--- config.mk ---
export PLATFORM = sky130hd
export DESIGN_NAME = autoconfig_sequencer
export DESIGN_NICKNAME = d
export VERILOG_FILES = /design/src/rtl/autoconfig_sequencer.sv
export SDC_FILE = /design/constraint.sdc
export NUM_CORES = 1
export LEC_CHECK = 0
export ABC_AREA = 0
export CAP_MARGIN = 25
export CORE_MARGIN = 4
export CORE_UTILIZATION = 30
export DETAILED_ROUTE_END_ITERATION = 6
export PLACE_DENSITY = 0.6
export SLEW_MARGIN = 20
export SYNTH_ARGS = -nofsm -noshare
export SYNTH_HDL_FRONTEND = slang
export SYNTH_SLANG_ARGS = --single-unit
--- constraint.sdc ---
create_clock -name clk -period 2.1 [get_ports clk]
set_clock_uncertainty 0.15 [all_clocks]
set_input_delay 0.525 -clock clk [delete_from_list [all_inputs] [get_ports clk]]
set_output_delay 0.525 -clock clk [all_outputs]
set_load 0.02 [all_outputs]
--- src/rtl/autoconfig_sequencer.sv ---
// Amiga Autoconfig chain controller: walks boards, serves nibble ROM reads, captures bases.
// Define AUTOCONFIG_ETH_EN to include the ETH board (index 4) in the chain.
module autoconfig_sequencer #(
  parameter int unsigned       ROM_AW     = 9,
  parameter logic [ROM_AW-1:0] Z2_SIZE_A  = ROM_AW'('h001),
  parameter logic [ROM_AW-1:0] Z3C_SIZE_A = ROM_AW'('h0C1)
) (
  input  logic              clk,
  input  logic              reset_n,
  input  logic              sel,
  input  logic [6:0]        addr,
  input  logic              rd,
  input  logic              wr,
  input  logic [15:0]       wdata,
  output logic [3:0]        rdata,
  output logic              ack,
  input  logic [4:0]        board_en,
  input  logic [3:0]        cfg_z2_size,
  input  logic [3:0]        cfg_z3c_size,
  output logic [ROM_AW-1:0] rom_a_read,
  input  logic [3:0]        rom_q,
  output logic [ROM_AW-1:0] rom_a_write,
  output logic [3:0]        rom_d,
  output logic              rom_we,
  output logic [7:0]        z2_base,
  output logic              z2_cfg,
  output logic [15:0]       z3_base0,
  output logic [15:0]       z3_base1,
  output logic [15:0]       z3_base2,
  output logic [2:0]        z3_cfg,
  output logic [15:0]       eth_base,
  output logic              eth_cfg,
  output logic              cfg_done
);

  typedef enum logic [2:0] {
    S_INIT0, S_INIT1, S_SKIP, S_IDLE, S_RD1, S_RD2, S_RD3, S_WR
  } state_e;

  // addr carries byte offset bits [7:1], so register byte offsets are halved here
  localparam logic [6:0] OFS_Z3_BASE = 7'h22;  // byte 'h44
  localparam logic [6:0] OFS_Z2_BASE = 7'h24;  // byte 'h48
  localparam logic [6:0] OFS_SHUTUP  = 7'h26;  // byte 'h4C

`ifdef AUTOCONFIG_ETH_EN
  localparam logic [2:0] LAST    = 3'd4;
  localparam logic [4:0] EN_MASK = 5'b11111;
  logic [15:0] eth_base_q, eth_base_d;
  logic        eth_cfg_q, eth_cfg_d;
`else
  localparam logic [2:0] LAST    = 3'd3;
  localparam logic [4:0] EN_MASK = 5'b01111;
`endif

  state_e            state_q, state_d;
  logic [2:0]        board_idx_q, board_idx_d;
  logic [ROM_AW-1:0] rom_a_read_q, rom_a_read_d;
  logic [6:0]        wr_ofs_q, wr_ofs_d;
  logic [15:0]       wr_data_q, wr_data_d;
  logic [3:0]        rdata_q, rdata_d;
  logic              ack_q, ack_d;
  logic              cfg_done_q, cfg_done_d;
  logic [7:0]        z2_base_q, z2_base_d;
  logic              z2_cfg_q, z2_cfg_d;
  logic [2:0][15:0]  z3_base_q, z3_base_d;
  logic [2:0]        z3_cfg_q, z3_cfg_d;
  logic [7:0]        en_vec;
  logic              advance;

  // Widened so indexing with board_idx past LAST stays in range.
  assign en_vec = {3'b000, board_en & EN_MASK};

  always_comb begin
    // NOTE: every combinational output gets a default first so no path infers a latch.
    state_d      = state_q;
    board_idx_d  = board_idx_q;
    rom_a_read_d = rom_a_read_q;
    wr_ofs_d     = wr_ofs_q;
    wr_data_d    = wr_data_q;
    rdata_d      = rdata_q;
    ack_d        = 1'b0;
    cfg_done_d   = cfg_done_q;
    z2_base_d    = z2_base_q;
    z2_cfg_d     = z2_cfg_q;
    z3_base_d    = z3_base_q;
    z3_cfg_d     = z3_cfg_q;
`ifdef AUTOCONFIG_ETH_EN
    eth_base_d   = eth_base_q;
    eth_cfg_d    = eth_cfg_q;
`endif
    advance      = 1'b0;

    case (state_q)
      S_INIT0: state_d = S_INIT1;
      S_INIT1: state_d = S_SKIP;
      S_SKIP: begin
        if (board_idx_q > LAST) begin
          cfg_done_d = 1'b1;
          state_d    = S_IDLE;
        end else if (!en_vec[board_idx_q]) begin
          board_idx_d = board_idx_q + 3'd1;
        end else begin
          state_d = S_IDLE;
        end
      end
      S_IDLE: begin
        if (sel && wr) begin
          wr_ofs_d  = addr;
          wr_data_d = wdata;
          state_d   = S_WR;
        end else if (sel && rd) begin
          rom_a_read_d = ROM_AW'({board_idx_q, addr[6:1]});
          state_d      = S_RD1;
        end
      end
      S_RD1: state_d = S_RD2;
      S_RD2: state_d = S_RD3;
      S_RD3: begin
        ack_d   = 1'b1;
        rdata_d = cfg_done_q ? 4'hF : rom_q;
        state_d = S_IDLE;
      end
      S_WR: begin
        ack_d   = 1'b1;
        state_d = S_IDLE;
        if (!cfg_done_q) begin
          if (wr_ofs_q == OFS_SHUTUP) begin
            advance = 1'b1;
          end else if (board_idx_q == 3'd0 && wr_ofs_q == OFS_Z2_BASE) begin
            z2_base_d = wr_data_q[15:8];
            z2_cfg_d  = 1'b1;
            advance   = 1'b1;
          end else if (board_idx_q != 3'd0 && wr_ofs_q == OFS_Z3_BASE) begin
            case (board_idx_q)
              3'd1: begin z3_base_d[0] = wr_data_q; z3_cfg_d[0] = 1'b1; advance = 1'b1; end
              3'd2: begin z3_base_d[1] = wr_data_q; z3_cfg_d[1] = 1'b1; advance = 1'b1; end
              3'd3: begin z3_base_d[2] = wr_data_q; z3_cfg_d[2] = 1'b1; advance = 1'b1; end
`ifdef AUTOCONFIG_ETH_EN
              3'd4: begin eth_base_d = wr_data_q; eth_cfg_d = 1'b1; advance = 1'b1; end
`endif
              default: ;
            endcase
          end
        end
        if (advance) begin
          board_idx_d = board_idx_q + 3'd1;
          state_d     = S_SKIP;
        end
      end
      default: state_d = S_INIT0;
    endcase
  end

  always_ff @(posedge clk) begin
    // NOTE: reset is synchronous (sampled on the clock edge) and all state uses non-blocking updates.
    if (!reset_n) begin
      state_q      <= S_INIT0;
      board_idx_q  <= 3'd0;
      rom_a_read_q <= '0;
      wr_ofs_q     <= '0;
      wr_data_q    <= '0;
      rdata_q      <= 4'hF;
      ack_q        <= 1'b0;
      cfg_done_q   <= 1'b0;
      z2_base_q    <= '0;
      z2_cfg_q     <= 1'b0;
      z3_base_q    <= '0;
      z3_cfg_q     <= '0;
`ifdef AUTOCONFIG_ETH_EN
      eth_base_q   <= '0;
      eth_cfg_q    <= 1'b0;
`endif
    end else begin
      state_q      <= state_d;
      board_idx_q  <= board_idx_d;
      rom_a_read_q <= rom_a_read_d;
      wr_ofs_q     <= wr_ofs_d;
      wr_data_q    <= wr_data_d;
      rdata_q      <= rdata_d;
      ack_q        <= ack_d;
      cfg_done_q   <= cfg_done_d;
      z2_base_q    <= z2_base_d;
      z2_cfg_q     <= z2_cfg_d;
      z3_base_q    <= z3_base_d;
      z3_cfg_q     <= z3_cfg_d;
`ifdef AUTOCONFIG_ETH_EN
      eth_base_q   <= eth_base_d;
      eth_cfg_q    <= eth_cfg_d;
`endif
    end
  end

  // Size patch writes are decoded from state; held off while reset is asserted.
  assign rom_we      = reset_n && (state_q == S_INIT0 || state_q == S_INIT1);
  assign rom_a_write = (state_q == S_INIT1) ? Z3C_SIZE_A : Z2_SIZE_A;
  assign rom_d       = (state_q == S_INIT1) ? cfg_z3c_size : cfg_z2_size;

  assign rom_a_read = rom_a_read_q;
  assign rdata      = rdata_q;
  assign ack        = ack_q;
  assign cfg_done   = cfg_done_q;
  assign z2_base    = z2_base_q;
  assign z2_cfg     = z2_cfg_q;
  assign z3_base0   = z3_base_q[0];
  assign z3_base1   = z3_base_q[1];
  assign z3_base2   = z3_base_q[2];
  assign z3_cfg     = z3_cfg_q;
`ifdef AUTOCONFIG_ETH_EN
  assign eth_base   = eth_base_q;
  assign eth_cfg    = eth_cfg_q;
`else
  assign eth_base   = 16'h0000;
  assign eth_cfg    = 1'b0;
`endif

endmodule
Figure 1. Metal 1 (run 1).
(4 px per um) Supply wires on this layer in grey.
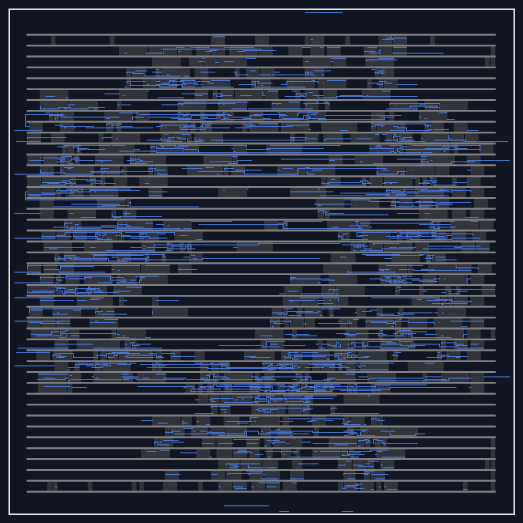
longest straight run: 58.9 um
share of all routed wire: 44%
main direction: horizontal
wire length on this layer: 5060 um

Figure 2. The metal 2 layer (run 1).
(4 px per um)
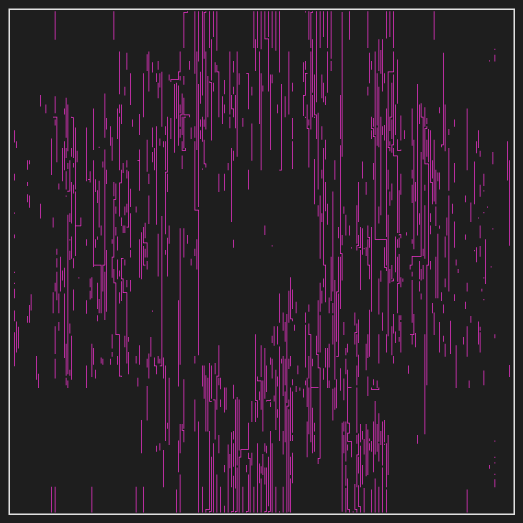
main direction: vertical
nets with wire on the layer: 526
longest straight run: 39.8 um
wire length on this layer: 5500 um

Figure 3. M3 wires (run 1).
(4 px per um)
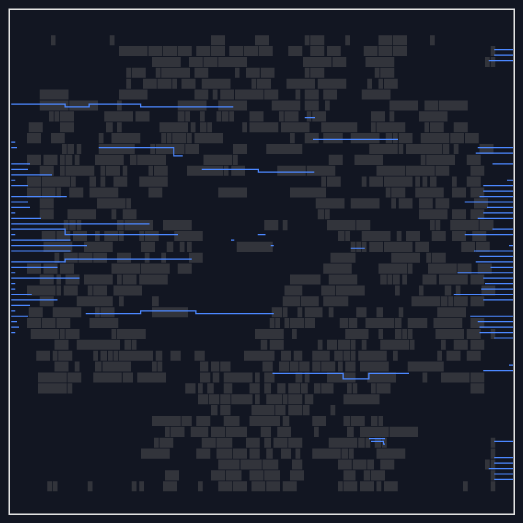
longest straight run: 34.3 um
wire length on this layer: 787 um
nets with wire on the layer: 78
main direction: horizontal

Figure 4. Routing congestion map (run 1).
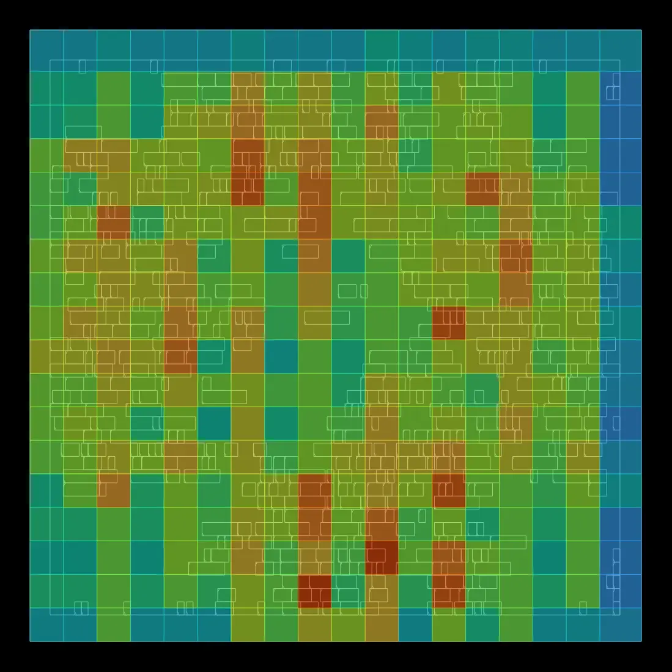
global routing's busiest layer: met2
overall routing resource usage: 0.1378
Global Route met2 Usage: 0.2234
drt wl/cell: 14.99 um

==> notes.org, run 1 <==
* Flow results

** Run
- Tool warnings :: 32
- Max-cap check violation count :: 0

** Critical path
- Traced cell by cell, the critical path runs through nor3_4 -> buf_6 -> mux2_4 -> buf_6.
- In this design, the largest share of critical-path delay is due to flip-flops.
- R2r endpoint :: z3_base0[6]
- Crit path DRT :: 1.42 ns
- STA reports a reg2reg setup slack of 0.10 ns.
- Critical Setup Path Class :: reg2out
- Critical path fanouts, max :: 5
- The worst setup path is captured at an output pin.
- Dominant cell type by count on the critical path :: buf_6
- Worst-path cell with the longest stage delay :: dfxtp_2
- Per the post-run analysis, buffers plus inverters along the critical path come to 2.
- Arrival @ worst endpoint :: 1.44 ns
- Tracing the worst setup path back leads to its startpoint at state_q[1].
- Launch instance of the worst register-to-register path :: board_idx_q[0]
- Number of gates on the worst path with buffers counted :: 4
- On the worst path, the slowest cell contributes a delay of 0.33 ns.
- Worst setup SP type :: flip-flop

** Status
- Violated checks :: negative setup slack
- Status :: finished with violations

** Power and ir drop
- P_comb :: 0.353 mW
- The power report attributes to the clock group a share of 0.420.
- Comb power frac :: 0.087
- Total power for the finished layout comes to 4.058 mW.
- Across the VDD grid, the largest voltage drop is 0.0005438 V.
- Cell internal power was estimated by the tool at 3.146 mW.
- Power consumed by sequential cells :: 2.00 mW
- Switching fraction of total power :: 0.2249
- For this design the total switching power over the nets is 0.9125 mW.
- Pwr Density :: 670.3 nW/um2
- The analysis attributes to cell leakage a power of 2.674 nW.
- Summed over the clock group, the power is 1.71 mW.
- The share of total power dissipated in sequential elements is 0.493.
- Biggest consumer :: registers

** GRT
- Pin count of the biggest net entering global routing :: 97
- Number of global-route vias before repair :: 3339
- Total global routing overflow :: 0
- The first global-routing pass estimated 17.53 mm of wire.
- Antenna violations before repair :: 1
- Routing resource usage on met3 recorded by global route was 0.05843.

** Yosys
- Sequential-to-total area share from yosys stat :: 0.4995
- After synthesis, the mean cell area works out to 9.366 um2.
- After synthesis, the design contains 445 cells according to Yosys.
- Compound-gate portion of the synthesized area :: 0.05854
- In the synthesized netlist, the dominant kind of combinational cell is multiplexers.
- Yosys printed 0 warnings.
- Xor and xnor area share after synthesis :: 0
- The synthesized netlist occupies a cell area of 4168 um2.
- In the synthesized netlist the async set-or-reset flop fraction comes to 0.
- Synthesis produced a netlist whose cell count is 445.
- Distinct cell type count of the synthesized netlist :: 32
- Largest cells by area after synthesis :: dfxtp_1 (50%), mux2i_1 (17%), nor2_1 (7.0%)
- Primary flip-flop cell chosen by synthesis mapping :: dfxtp_1
- Cell type with the largest total area after synthesis :: dfxtp_1
- Adder-cell share of the synthesized area :: 0.01501
- Simple-Gate Fraction of Synth Area :: 0.1612
- Yosys reg bits :: 104
- Proportion of synthesized area in mux cells :: 0.1765
- Flip-flops with a built-in enable :: 0
- Portion of synthesized cell area occupied by the leading cell type :: 0.4995
- Most common library cells after synthesis :: dfxtp_1 (104), nor2_1 (78), mux2i_1 (69), nand2_1 (54), a21oi_1 (31)
- Area reported by Yosys stat :: 4168 um2
- Among all cell types in the netlist, the one instantiated most often is dfxtp_1.

** Routing
- Met3 layer wire length in the routed design :: 787 um
- Signal routing reaches up to met5.
- Using the TritonRoute via totals, the vias-per-cell ratio works out to 4.521.
- Total via count in the routed design :: 3454
- Violation tally from detailed-route iteration zero :: 211
- Routed Wire Length :: 11.45 mm
- Once detail routing completed, the nets flagged for antenna violations numbered 0.
- In the log, the iteration count for the first detailed-route pass is 4.
- Routed wl met2 :: 5.496 mm

** Floorplanning
- Core area :: 13400 um2
- Per the OpenROAD floorplan log, the width of the die is 125.9 um.
- During I/O placement, the number of pins put on the boundary was 151.
- Number of tapcells :: 176
- The die is 125.9 um tall.
- Site Rows :: 42

** Clocking
- CTS sink count :: 104
- TritonCTS clock tree :: yes
- Hold buffers post-CTS :: 0
- The clock passes through at most 2 buffers.
- Master cell of the clock root buffer :: clkbuf_16
- Per the post-CTS timing run, clock transition at the registers of the reported paths is 0.07 ns.
- As reported, the later end of the worst-skew pair has a clock insertion delay of 0.34 ns.
- After clock tree synthesis, the repair step resized 44 gates.
- Number of buffers inserted to repair setup after CTS :: 1
- H-Tree Depth :: 3

** Worst hold path
- Worst min-delay path endpoint :: z3_cfg[2]
- Hold path cells :: 2
- Hold wc startpoint :: z3_cfg[2]
- The most critical min-delay path falls under reg2reg.

** Placed design
- DP Area :: 5639 um2
- Port buffering added 125 buffers.
- According to the dpl log, the detail-placed design has an HPWL of 7.917 mm.
- The final weighted congestion recorded by global placement is 0.8023.
- After detailed placement, the design holds a cell count of 745.
- STA on the placed design reports a worst setup slack of -0.4225 ns.

** Final layout
- Core Util, Final :: 0.4518
- Leaving out fill and tap cells, the most frequent cells in the layout are clkdlybuf4s50_1 (117), dfxtp_1 (101), nor2_1 (77).
- Registers represent a cell area share of 0.3445.
- The layout has 13 clock buffers.
- Among logic cells in the layout, the one with the most instances is clkdlybuf4s50_1.
- The finished layout holds 764 standard cells, fillers aside.
- Summed area of non-filler cells in the final layout :: 6055 um2
- In the finished design the tool counted flip-flops and latches totalling 104.
- In this run the layout overhead on the synthesized area is reported as 45.27%.
- Across the whole layout, storage elements account for 2086 um2.
- Net total in the final layout :: 633
- Fraction of area in multi-input gates :: 0.3092
- The number of antenna diodes in the final layout is 0.
- Measured on the final layout, buffering overhead outside the clock network stands at 0.2542.
- The layout has 153 buffers outside the clock class.
- The layout contains a multi-input combinational cell count of 305.
- Looking at the area split, the leading class of cells is sequential cells.
- The area taken by multi-input combinational cells is reported as 1872 um2.
- Clock-cell share of area :: 0.04960

** STA
- Fin. Hold Viols :: 0
- Peak clock frequency supported by timing :: 472.8 MHz
- Counting pins that exceed their max-slew limit in the final report gives 0.
- Final Setup Violations :: 4
- Worst setup slack after layout :: -0.01523 ns
- The transition time recorded at the tightest slew-check pin is 0.9694 ns.
- Final period utilization :: 1.007
- Unrepaired setup endpoints after global routing :: yes
- Checking max transition, the worst relative margin is 0.3537.
- Worst-case hold slack :: 0.2947 ns
- Min cycle time layout :: 2.115 ns
- The final layout reports a setup TNS of -0.05371 ns.
==> run 1 -> run 2 <==
GPL_ROUTABILITY_DRIVEN = 0   (was not set)
TNS_END_PERCENT = 5   (was not set)
Figure 5. M3 wires (run 2).
(4 px per um)
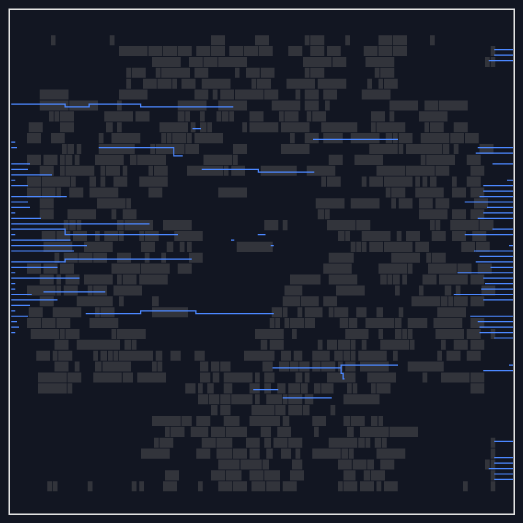
nets with wire on the layer: 78
longest straight run: 34.3 um
main direction: horizontal
wire length on this layer: 809 um
share of all routed wire: 7.2%

==> run 2 against run 1 <==
  * The flow still finishes with violations (negative setup slack)
  * Core utilization is 0.29 points lower
  * Sequential share of layout area is 0.22 points higher
  * Global-route usage hardly changed
==> notes.org, run 2 <==
* Flow results

** Status
- Status :: finished with violations
- Violated checks :: negative setup slack

** Final layout
- The number of ordinary and repair buffers in the finished layout was 152 (-0.65%).
- In the final design, more cell area goes to sequential cells than to any other class.
- Core Util, Final :: 0.4489 (-0.002895)
- Top logic cell by instance count in the layout :: clkdlybuf4s50_1
- The layout clock buffer count is 13 (unchanged).
- Fraction of area in multi-input gates :: 0.3099 (+0.0007451)
- Per the run report, area growth between synthesis and finish was 44.34%.
- The number of logic gates is 305 (unchanged).
- Sequential cell area share :: 0.3467 (+0.002221)
- The final instance count without filler cells came to 763 (-0.13%).

** Critical path
- Dominant cell type by count on the critical path :: buf_6
- Arrival @ worst endpoint :: 1.44 ns (about the same)
- Top cell family by delay on the critical path :: flip-flops
- Per STA, the startpoint of the critical path is state_q[1].
- Critical path cell sequence :: nor3_4 -> buf_6 -> mux2_4 -> buf_6

** Clocking
- The clock network latency to the later pin of the worst-skew pair came to 0.34 ns (about the same).
- Largest buffer count on any clock path :: 2 (unchanged)
- The number of hold buffers added after CTS was 0 (unchanged).
- H-Tree Depth :: 3 (unchanged)
- Clock tree synthesis selected as its root buffer the cell clkbuf_16.
- TritonCTS built the clock tree.
- Clock-pin slew of the registers on the worst-case setup and hold paths :: 0.07 ns (about the same)

** Yosys
- Cell type with the largest total area after synthesis :: dfxtp_1
- Tally of yosys warning messages :: 0 (unchanged)
- In the post-synthesis netlist, the biggest area contributors are dfxtp_1 (50%), mux2i_1 (17%), nor2_1 (7.0%).
- Yosys reports that the most numerous cell types are dfxtp_1 (104), nor2_1 (78), mux2i_1 (69), nand2_1 (54), a21oi_1 (31).
- Compound-gate portion of the synthesized area :: 0.05854 (unchanged)
- The xor-xnor portion of the synthesized cell area came to 0 (unchanged).
- Library cell with the highest instance count after synthesis :: dfxtp_1
- Area reported by Yosys stat :: 4168 um2 (unchanged)
- The share of synthesized area spent on multiplexers was 0.1765 (unchanged).
- Simple-Gate Fraction of Synth Area :: 0.1612 (unchanged)
- Sequential-to-total area share from yosys stat :: 0.4995 (unchanged)
- The number of flip-flops and latches in the synthesized netlist is 104 (unchanged).
- Synthesized instance count :: 445 (unchanged)

** Routing
- Routed wl met2 :: 5.413 mm (-1.5%)
- Per the detail_route log, the uppermost layer with routed signals is met5.
- Violation tally from detailed-route iteration zero :: 209 (-0.95%)
- The detail-routed via count per cell was 4.506 (-0.33%).
- Detail Route Antenna Nets :: 0 (unchanged)
- Routed Wire Length :: 11.28 mm (-1.6%)
- The first-pass detailed-route iteration total was 4 (unchanged).
- The detailed-route via count was 3438 (-0.46%).
- The total length of routed met3 wires is 808 um (+2.7%).
- The average detailed-routed wire length per instance was 14.78 um (-1.4%).

** STA
- The final sum of negative setup slack came to -0.05722 ns (-0.003503 ns).
- Worst setup slack after layout :: -0.01528 ns (-0.00005100 ns)
- Final Setup Violations :: 4 (unchanged)
- Peak clock frequency supported by timing :: 472.8 MHz (about the same)
- The max-slew violation count is 0 (unchanged).
- Min cycle time layout :: 2.115 ns (+0.00005100 ns)

** Power and ir drop
- Pwr Density :: 674.0 nW/um2 (+0.55%)
- The dominant power group in this design is registers.
- Power in the clock group :: 1.70 mW (about the same)
- The reported net switching power is 0.9106 mW (-0.22%).
- Total power :: 4.054 mW (about the same)
- The internal power component came to 3.144 mW (about the same).
- The sequential group power came to 2.00 mW (about the same).
- IR Drop Worst-Case VDD :: 0.0005424 V (-0.26%)
- Leakage :: 2.660 nW (-0.53%)
- The combinational power came to 0.351 mW (about the same).

** Placed design
- The post-placement worst setup slack was -0.4225 ns (unchanged).
- Count of placed standard cells including taps :: 745 (unchanged)
- The quantity of I/O buffers inserted on ports came to 125 (unchanged).
- DP Area :: 5639 um2 (unchanged)

** Floorplanning
- The core outline area is 13400 um2 (unchanged).
- The boundary pin count is 151 (unchanged).
- The floorplan die width came to 125.9 um (unchanged).
- Vertical die size :: 125.9 um (unchanged)

** Worst hold path
- Worst min-delay path endpoint :: z3_cfg[2]
- Hold wc startpoint :: z3_cfg[2]
- Min-delay worst type :: reg2reg
- Hold path cells :: 2 (unchanged)

** GRT
- Number of global-route vias before repair :: 3339 (unchanged)
- Wire length of the first global-routing pass :: 17.54 mm (about the same)
- The maximum number of pins on one net before global-route repair is 97 (unchanged).
- Total global routing overflow :: 0 (unchanged)

** Run
- Max-cap check violation count :: 0 (unchanged)
Power and IR drop assume default switching activity.
